==> images/final_placement.png <==
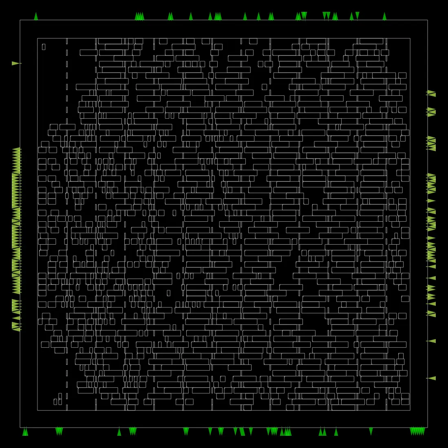
==> images/port_nets.png <==
Bar = 50 microns.
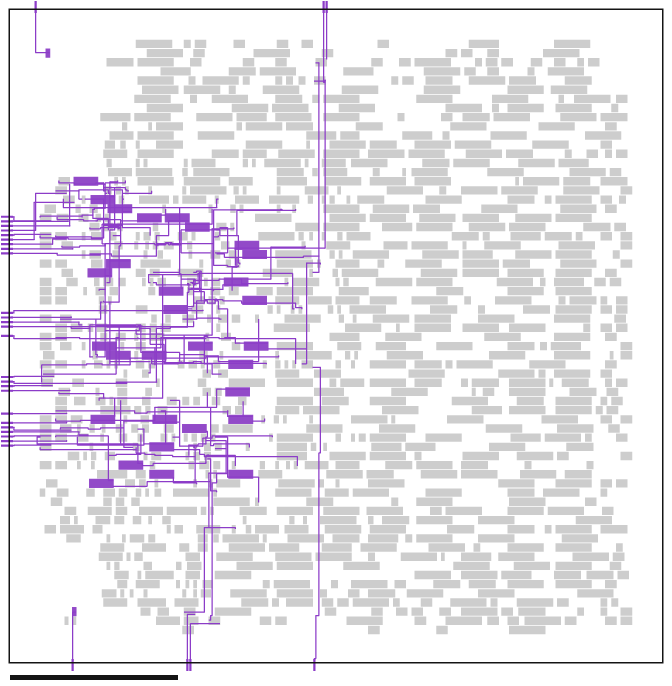
**config.mk**
```make
export PLATFORM = sky130hd
export DESIGN_NAME = riscv_fetch_buffer_flat
export DESIGN_NICKNAME = d
export VERILOG_FILES = /design/src/rtl/riscv_fetch_buffer_if.sv /design/src/rtl/riscv_fetch_buffer.sv /design/src/flat_wrapper.sv
export SDC_FILE = /design/constraint.sdc
export NUM_CORES = 1
export LEC_CHECK = 0
export CAP_MARGIN = 0
export CELL_PAD_IN_SITES_DETAIL_PLACEMENT = 1
export CELL_PAD_IN_SITES_GLOBAL_PLACEMENT = 2
export CORE_MARGIN = 8
export CORE_UTILIZATION = 40
export CTS_CLUSTER_DIAMETER = 50
export DETAILED_ROUTE_END_ITERATION = 8
export GPL_TIMING_DRIVEN = 1
export PLACE_DENSITY_LB_ADDON = 0.1
export SLEW_MARGIN = 0
export SYNTH_ARGS = -nofsm -noshare
export SYNTH_HDL_FRONTEND = slang
export SYNTH_SLANG_ARGS = --single-unit
```
**constraint.sdc**
```tcl
create_clock -name clk_i -period 5.7 [get_ports clk_i]
set_input_delay 1.14 -clock clk_i [delete_from_list [all_inputs] [get_ports clk_i]]
set_output_delay 1.14 -clock clk_i [all_outputs]
set_load 0.005 [all_outputs]
```
**src/rtl/riscv_fetch_buffer_if.sv**
```systemverilog
// Fetch-buffer bus bundle: instruction-memory port, redirect request and the
// valid/ready handoff to decode. Port suffixes are from the fetch buffer's view.
interface riscv_fetch_buffer_if #(
   parameter int ADDR_W = 32
);
   logic [ADDR_W-1:0] iaddr_o;
   logic              ird_o;
   logic [31:0]       irdata_i;
   logic              redirect_i;
   logic [ADDR_W-1:0] redirect_pc_i;
   logic              fetch_valid_o;
   logic [31:0]       fetch_opcode_o;
   logic [ADDR_W-1:0] fetch_pc_o;
   logic              fetch_ready_i;

   modport master (
      output iaddr_o, ird_o, fetch_valid_o, fetch_opcode_o, fetch_pc_o,
      input  irdata_i, redirect_i, redirect_pc_i, fetch_ready_i
   );

   modport slave (
      input  iaddr_o, ird_o, fetch_valid_o, fetch_opcode_o, fetch_pc_o,
      output irdata_i, redirect_i, redirect_pc_i, fetch_ready_i
   );
endinterface

```
**src/rtl/riscv_fetch_buffer.sv**
```systemverilog
// Autonomous sequential instruction fetch with a DEPTH-entry {pc, opcode}
// prefetch FIFO, credit-based issue and redirect flush.
module riscv_fetch_buffer #(
   parameter int                DEPTH    = 4,
   parameter int                ADDR_W   = 32,
   parameter logic [ADDR_W-1:0] RESET_PC = '0
) (
   input  logic                         clk_i,
   input  logic                         reset_i,
   riscv_fetch_buffer_if.master         bus,
   output logic [$clog2(DEPTH+1)-1:0]   count_o
);
   localparam int PW = $clog2(DEPTH);
   localparam int CW = $clog2(DEPTH+1);

   logic [ADDR_W-1:0] pc_q, pc_d;
   logic [ADDR_W-1:0] inflight_pc_q, inflight_pc_d;
   logic              inflight_q, inflight_d;
   logic              squash_q, squash_d;
   logic [PW-1:0]     wr_ptr_q, wr_ptr_d;
   logic [PW-1:0]     rd_ptr_q, rd_ptr_d;
   logic [CW-1:0]     count_q, count_d;
   logic [ADDR_W-1:0] fifo_pc_q [DEPTH];
   logic [31:0]       fifo_op_q [DEPTH];

   logic [CW:0]       credit;
   logic              issue;
   logic              push;
   logic              pop;
   logic              unused_pc_lsb;

   assign unused_pc_lsb = ^bus.redirect_pc_i[1:0];

   // Credits count registered occupancy plus the outstanding read, so a push
   // can never land on a full FIFO without a matching pop.
   always_comb begin
      credit = (CW+1)'(count_q) + (CW+1)'(inflight_q);
      issue  = !reset_i && !bus.redirect_i && (credit < (CW+1)'(DEPTH));
      push   = inflight_q && !squash_q && !bus.redirect_i;
      pop    = (count_q != '0) && bus.fetch_ready_i && !bus.redirect_i;
   end

   always_comb begin
      pc_d          = pc_q;
      wr_ptr_d      = wr_ptr_q;
      rd_ptr_d      = rd_ptr_q;
      count_d       = count_q;
      inflight_d    = issue;
      squash_d      = bus.redirect_i;
      inflight_pc_d = issue ? pc_q : inflight_pc_q;
      if (bus.redirect_i) begin
         pc_d     = {bus.redirect_pc_i[ADDR_W-1:2], 2'b00};
         wr_ptr_d = '0;
         rd_ptr_d = '0;
         count_d  = '0;
      end else begin
         if (issue) pc_d = pc_q + ADDR_W'(4);
         if (push)  wr_ptr_d = wr_ptr_q + PW'(1);
         if (pop)   rd_ptr_d = rd_ptr_q + PW'(1);
         count_d = count_q + CW'(push) - CW'(pop);
      end
   end

   always_ff @(posedge clk_i) begin
      if (reset_i) begin
         pc_q          <= RESET_PC;
         inflight_pc_q <= '0;
         inflight_q    <= 1'b0;
         squash_q      <= 1'b0;
         wr_ptr_q      <= '0;
         rd_ptr_q      <= '0;
         count_q       <= '0;
      end else begin
         pc_q          <= pc_d;
         inflight_pc_q <= inflight_pc_d;
         inflight_q    <= inflight_d;
         squash_q      <= squash_d;
         wr_ptr_q      <= wr_ptr_d;
         rd_ptr_q      <= rd_ptr_d;
         count_q       <= count_d;
      end
   end

   // Storage is not reset; entries are only visible through the occupancy count.
   always_ff @(posedge clk_i) begin
      if (push) begin
         fifo_pc_q[wr_ptr_q] <= inflight_pc_q;
         fifo_op_q[wr_ptr_q] <= bus.irdata_i;
      end
   end

   assign bus.iaddr_o        = pc_q;
   assign bus.ird_o          = issue;
   assign bus.fetch_valid_o  = (count_q != '0);
   assign bus.fetch_opcode_o = bus.fetch_valid_o ? fifo_op_q[rd_ptr_q] : 32'h0;
   assign bus.fetch_pc_o     = bus.fetch_valid_o ? fifo_pc_q[rd_ptr_q] : '0;
   assign count_o            = count_q;
endmodule

```
**src/flat_wrapper.sv**
```systemverilog
// flat-port wrapper written by rule: the top's interface ports become plain ports
module riscv_fetch_buffer_flat 
#(
   parameter int                DEPTH    = 4,
   parameter int                ADDR_W   = 32,
   parameter logic [ADDR_W-1:0] RESET_PC = '0
)
  (clk_i, reset_i, count_o, bus_iaddr_o, bus_ird_o, bus_fetch_valid_o, bus_fetch_opcode_o, bus_fetch_pc_o, bus_irdata_i, bus_redirect_i, bus_redirect_pc_i, bus_fetch_ready_i);
  riscv_fetch_buffer_if #(.ADDR_W(ADDR_W)) bus_i ();
  input  logic clk_i;
  input  logic reset_i;
  output logic [$clog2(DEPTH+1)-1:0] count_o;
  output wire logic [$bits(bus_i.iaddr_o)-1:0] bus_iaddr_o;
  output wire logic [$bits(bus_i.ird_o)-1:0] bus_ird_o;
  output wire logic [$bits(bus_i.fetch_valid_o)-1:0] bus_fetch_valid_o;
  output wire logic [$bits(bus_i.fetch_opcode_o)-1:0] bus_fetch_opcode_o;
  output wire logic [$bits(bus_i.fetch_pc_o)-1:0] bus_fetch_pc_o;
  input wire logic [$bits(bus_i.irdata_i)-1:0] bus_irdata_i;
  input wire logic [$bits(bus_i.redirect_i)-1:0] bus_redirect_i;
  input wire logic [$bits(bus_i.redirect_pc_i)-1:0] bus_redirect_pc_i;
  input wire logic [$bits(bus_i.fetch_ready_i)-1:0] bus_fetch_ready_i;
  assign bus_iaddr_o = bus_i.iaddr_o;
  assign bus_ird_o = bus_i.ird_o;
  assign bus_fetch_valid_o = bus_i.fetch_valid_o;
  assign bus_fetch_opcode_o = bus_i.fetch_opcode_o;
  assign bus_fetch_pc_o = bus_i.fetch_pc_o;
  assign bus_i.irdata_i = bus_irdata_i;
  assign bus_i.redirect_i = bus_redirect_i;
  assign bus_i.redirect_pc_i = bus_redirect_pc_i;
  assign bus_i.fetch_ready_i = bus_fetch_ready_i;
  riscv_fetch_buffer #(.DEPTH(DEPTH), .ADDR_W(ADDR_W), .RESET_PC(RESET_PC)) u_core (.clk_i(clk_i), .reset_i(reset_i), .bus(bus_i), .count_o(count_o));
endmodule
```
==> flow_metrics.tcl <==
# metrics dict for downstream scripts
set metrics [dict create \
    n_antenna_cell 0 \
    met3WireLength_microns 1640 \
    cts-hold-fix-buffers 0 \
    p_sw_uw 1030 \
    edf_count 248 \
    fa_ha_area_frac 0.00951 \
    top_regs "u_core.fifo_op_q x128, u_core.fifo_pc_q x120" \
    cp_data_required_time_ps 4560 \
    track_usage 0.163 \
    portBuffers 162 \
    grt_pass1_vias 8161 \
    powerDensity_nw_per_um2 315 \
    grt_max_degree 65 \
    netlist_top_cells_count "248 x edfxtp_1, 90 x nand2_1, 71 x dfxtp_1" \
    largest_reg_flops 128 \
    nNetsFinal 1040 \
    simple_gate_area_frac 0.102 \
    cp.arrival_ps 2950 \
    cp-end-kind "output pin" \
    vdd_drop_max_uv 152 \
    slew_headroom 0.293 \
    gp_routability_congestion 0.795 \
    busiest_layer "met2" \
    cts_inserted_buffers 36 \
    critPathMaxStageDelay_ps 800 \
    root_buffer "clkbuf_16" \
    seq_area_frac_synth 0.702 \
    wl_met1_microns 13900 \
    leakagePower_uw 0.00502 \
    postRouteAntennaNets 0 \
    worstSkewPairLatency_ps 510 \
    internal-power_uw 3940 \
    htree_levels 2 \
    hold_violations 0 \
    cpMaxStageDelayCell "dfxtp_4" \
    drive_above_1_share 0.139 \
    clock-sinks 319 \
    setup_violations 0 \
    switching_share 0.207 \
    cp_cell_sequence "buf_12 -> mux4_2 -> nor2b_1 -> clkdlybuf4s50_1" \
    tns_ps 0 \
    synth.avg_cell_area_sq_um 15.8 \
    highest_layer "met4" \
    p_clk_frac 0.439 \
    met2_usage 0.268 \
    cts.path.max_buffers 3 \
    met3_usage 0.0375 \
    crit_family "buffers and inverters" \
    cts.repair.resized 0 \
    topCombFamilyByArea "multiplexers" \
    top_area_cell "edfxtp_1" \
    ys.flop_type "edfxtp_1" \
    fp-utilization 0.403 \
    top_cell "edfxtp_1" \
    path_class "reg -> out" \
    first_pass_iters 4 \
    comb-power_uw 218 \
    cp_num_buf_inv 2 \
    fin_worst_skew_ps 15.8 \
    io_pins 169 \
    ys_cells 800 \
    syn_to_final_growth_pct 24.8 \
    async_reset_ff_frac 0 \
    wirelength_microns 30600 \
    dieArea_sq_um 37500 \
    clk-power_uw 2180 \
    hp-class "reg -> reg" \
    syn_inst 800 \
    synth_compound_gate_area_share 0.0407 \
    die_h_microns 194 \
    synth_cell_types 54 \
    synth_flops 319 \
    gr-total-overflow 0 \
    area_leaders "edfxtp_1 59%, dfxtp_1 11%, mux4_2 11%" \
    period_needed_ps 4090 \
    p_comb_frac 0.044 \
    mux_area_frac 0.111 \
    placed_cell_area_sq_um 14600 \
    cp-start-kind "flop" \
    synth.yosys.warnings 0 \
    grt_pass1_wl_microns 48100 \
    max_freq_ghz 0.245 \
    cap_violations 0 \
    wl_met2_microns 14600 \
    fin_crit_sh 0.717 \
    postLayoutCellArea_sq_um 15800 \
    antenna_found_initial 0 \
    grtUsageMet1 0.217 \
    cts_tree "built" \
    rsz0062_at_grt "false" \
    largest_register "u_core.fifo_op_q" \
    synth-area-yosys_sq_um 12600 \
    drv_slew 0 \
    synth_top_area_share 0.590 \
    synthesis.area_sq_um 12600 \
    p_seq_frac 0.517 \
    num_rows 65 \
    worst_pin_slew_ps 1060 \
    p_seq_uw 2570 \
    ys_sh_xor 0.0139 \
    power_uw 4970 \
    critical_path.max_fanout 32 \
    warnings 31 \
    power-top-group "sequential cells" \
    routedWlPerCell_microns 22.0 \
    post_cts_buffers 0 \
    die_w_microns 194 \
    via_per_inst 5.27 \
    dp_hpwl_microns 18900 \
    drc 0 \
    status "completed" \
    fin_cells 1390 \
    drtIter0Drc 331 \
    dp_cells 1327 \
    clk_pin_slew_ps 60 \
    vias 7325 \
]
-- final_placement.png (at the start) --
Final Util: 0.503
Seq/total area: 0.563
tap cells: 402
Fill cells: 3027
core area: 31300 sq um

-- port_nets.png (at the start) --
purple -> bus_iaddr_o  # bits 32, direction output, edge 25 left, 4 bottom, 3 top, end cells 32, wire 3500 microns

-- stage by stage --
stage	setup WS [ps]	hold WS, ps
2_1_floorplan	1860	460
3_3_place_gp	1850	471
3_5_place_dp	1850	486
4_1_cts	1490	500
5_1_grt	1410	512
6_report	1610	502
-- cell usage in the layout, fill, tap and decap left out, drive strengths merged, types with 3 or more instances in the layout --
cell,netlist,routed
and2,6,6
a31oi,6,6
inv,13,16
or4,4,4
clkinv,0,14
dfxtp,71,71
o211ai,7,7
nand3,14,14
nand4,12,12
ha,8,8
nor4,8,8
clkbuf,33,44
nor2b,62,62
conb,1,4
a21oi,42,42
nor2,25,25
and4,5,5
clkdlybuf4s50,0,161
xnor2,14,14
edfxtp,248,248
a211oi,11,11
buf,15,9
nand2,90,90
xor2,6,6
nor3,5,5
and3,3,3
o21ai,3,3
mux4,62,62
-- cell families after synthesis --
group           count (synthesis)
buf+inv                        61
simple gates                  246
mux                            62
xor+xnor                       20
compound gates                 82
fa+ha+maj                       9
flops                         319
other cells                     1
-- tightest hold or removal path, cell delays in order (launching register included) --
cell and delay [ps]:
dfxtp_1 340, nand2_1 60, a21oi_1 50
-- path summary, 6_finish.rpt --
| path | from | end | slack (ps) | depth (start not counted) |
|---|---|---|---|---|
| hold reg to reg | u_core.inflight_pc_q[13] | u_core.inflight_pc_q[13] | 500 | 2 |
| setup reg to reg | u_core.count_o[0] | u_core.count_o[2] | 2950 | 10 |
| hold / removal | u_core.inflight_pc_q[13] | u_core.inflight_pc_q[13] | 500 | 2 |
| setup / recovery | flop | bus_fetch_opcode_o[18] | 1610 | 4 |
-- layout make-up --
class	instances	area (sq um)
inverters	13	48.8
fillers	3027	15500
repair buffers	170	1690
multi-input cells	423	3520
clock inverters	19	163
flip-flops and latches	319	8880
clock buffers	44	962
well taps	402	503
No activity file was given, so power comes from the tool's default toggle rates.
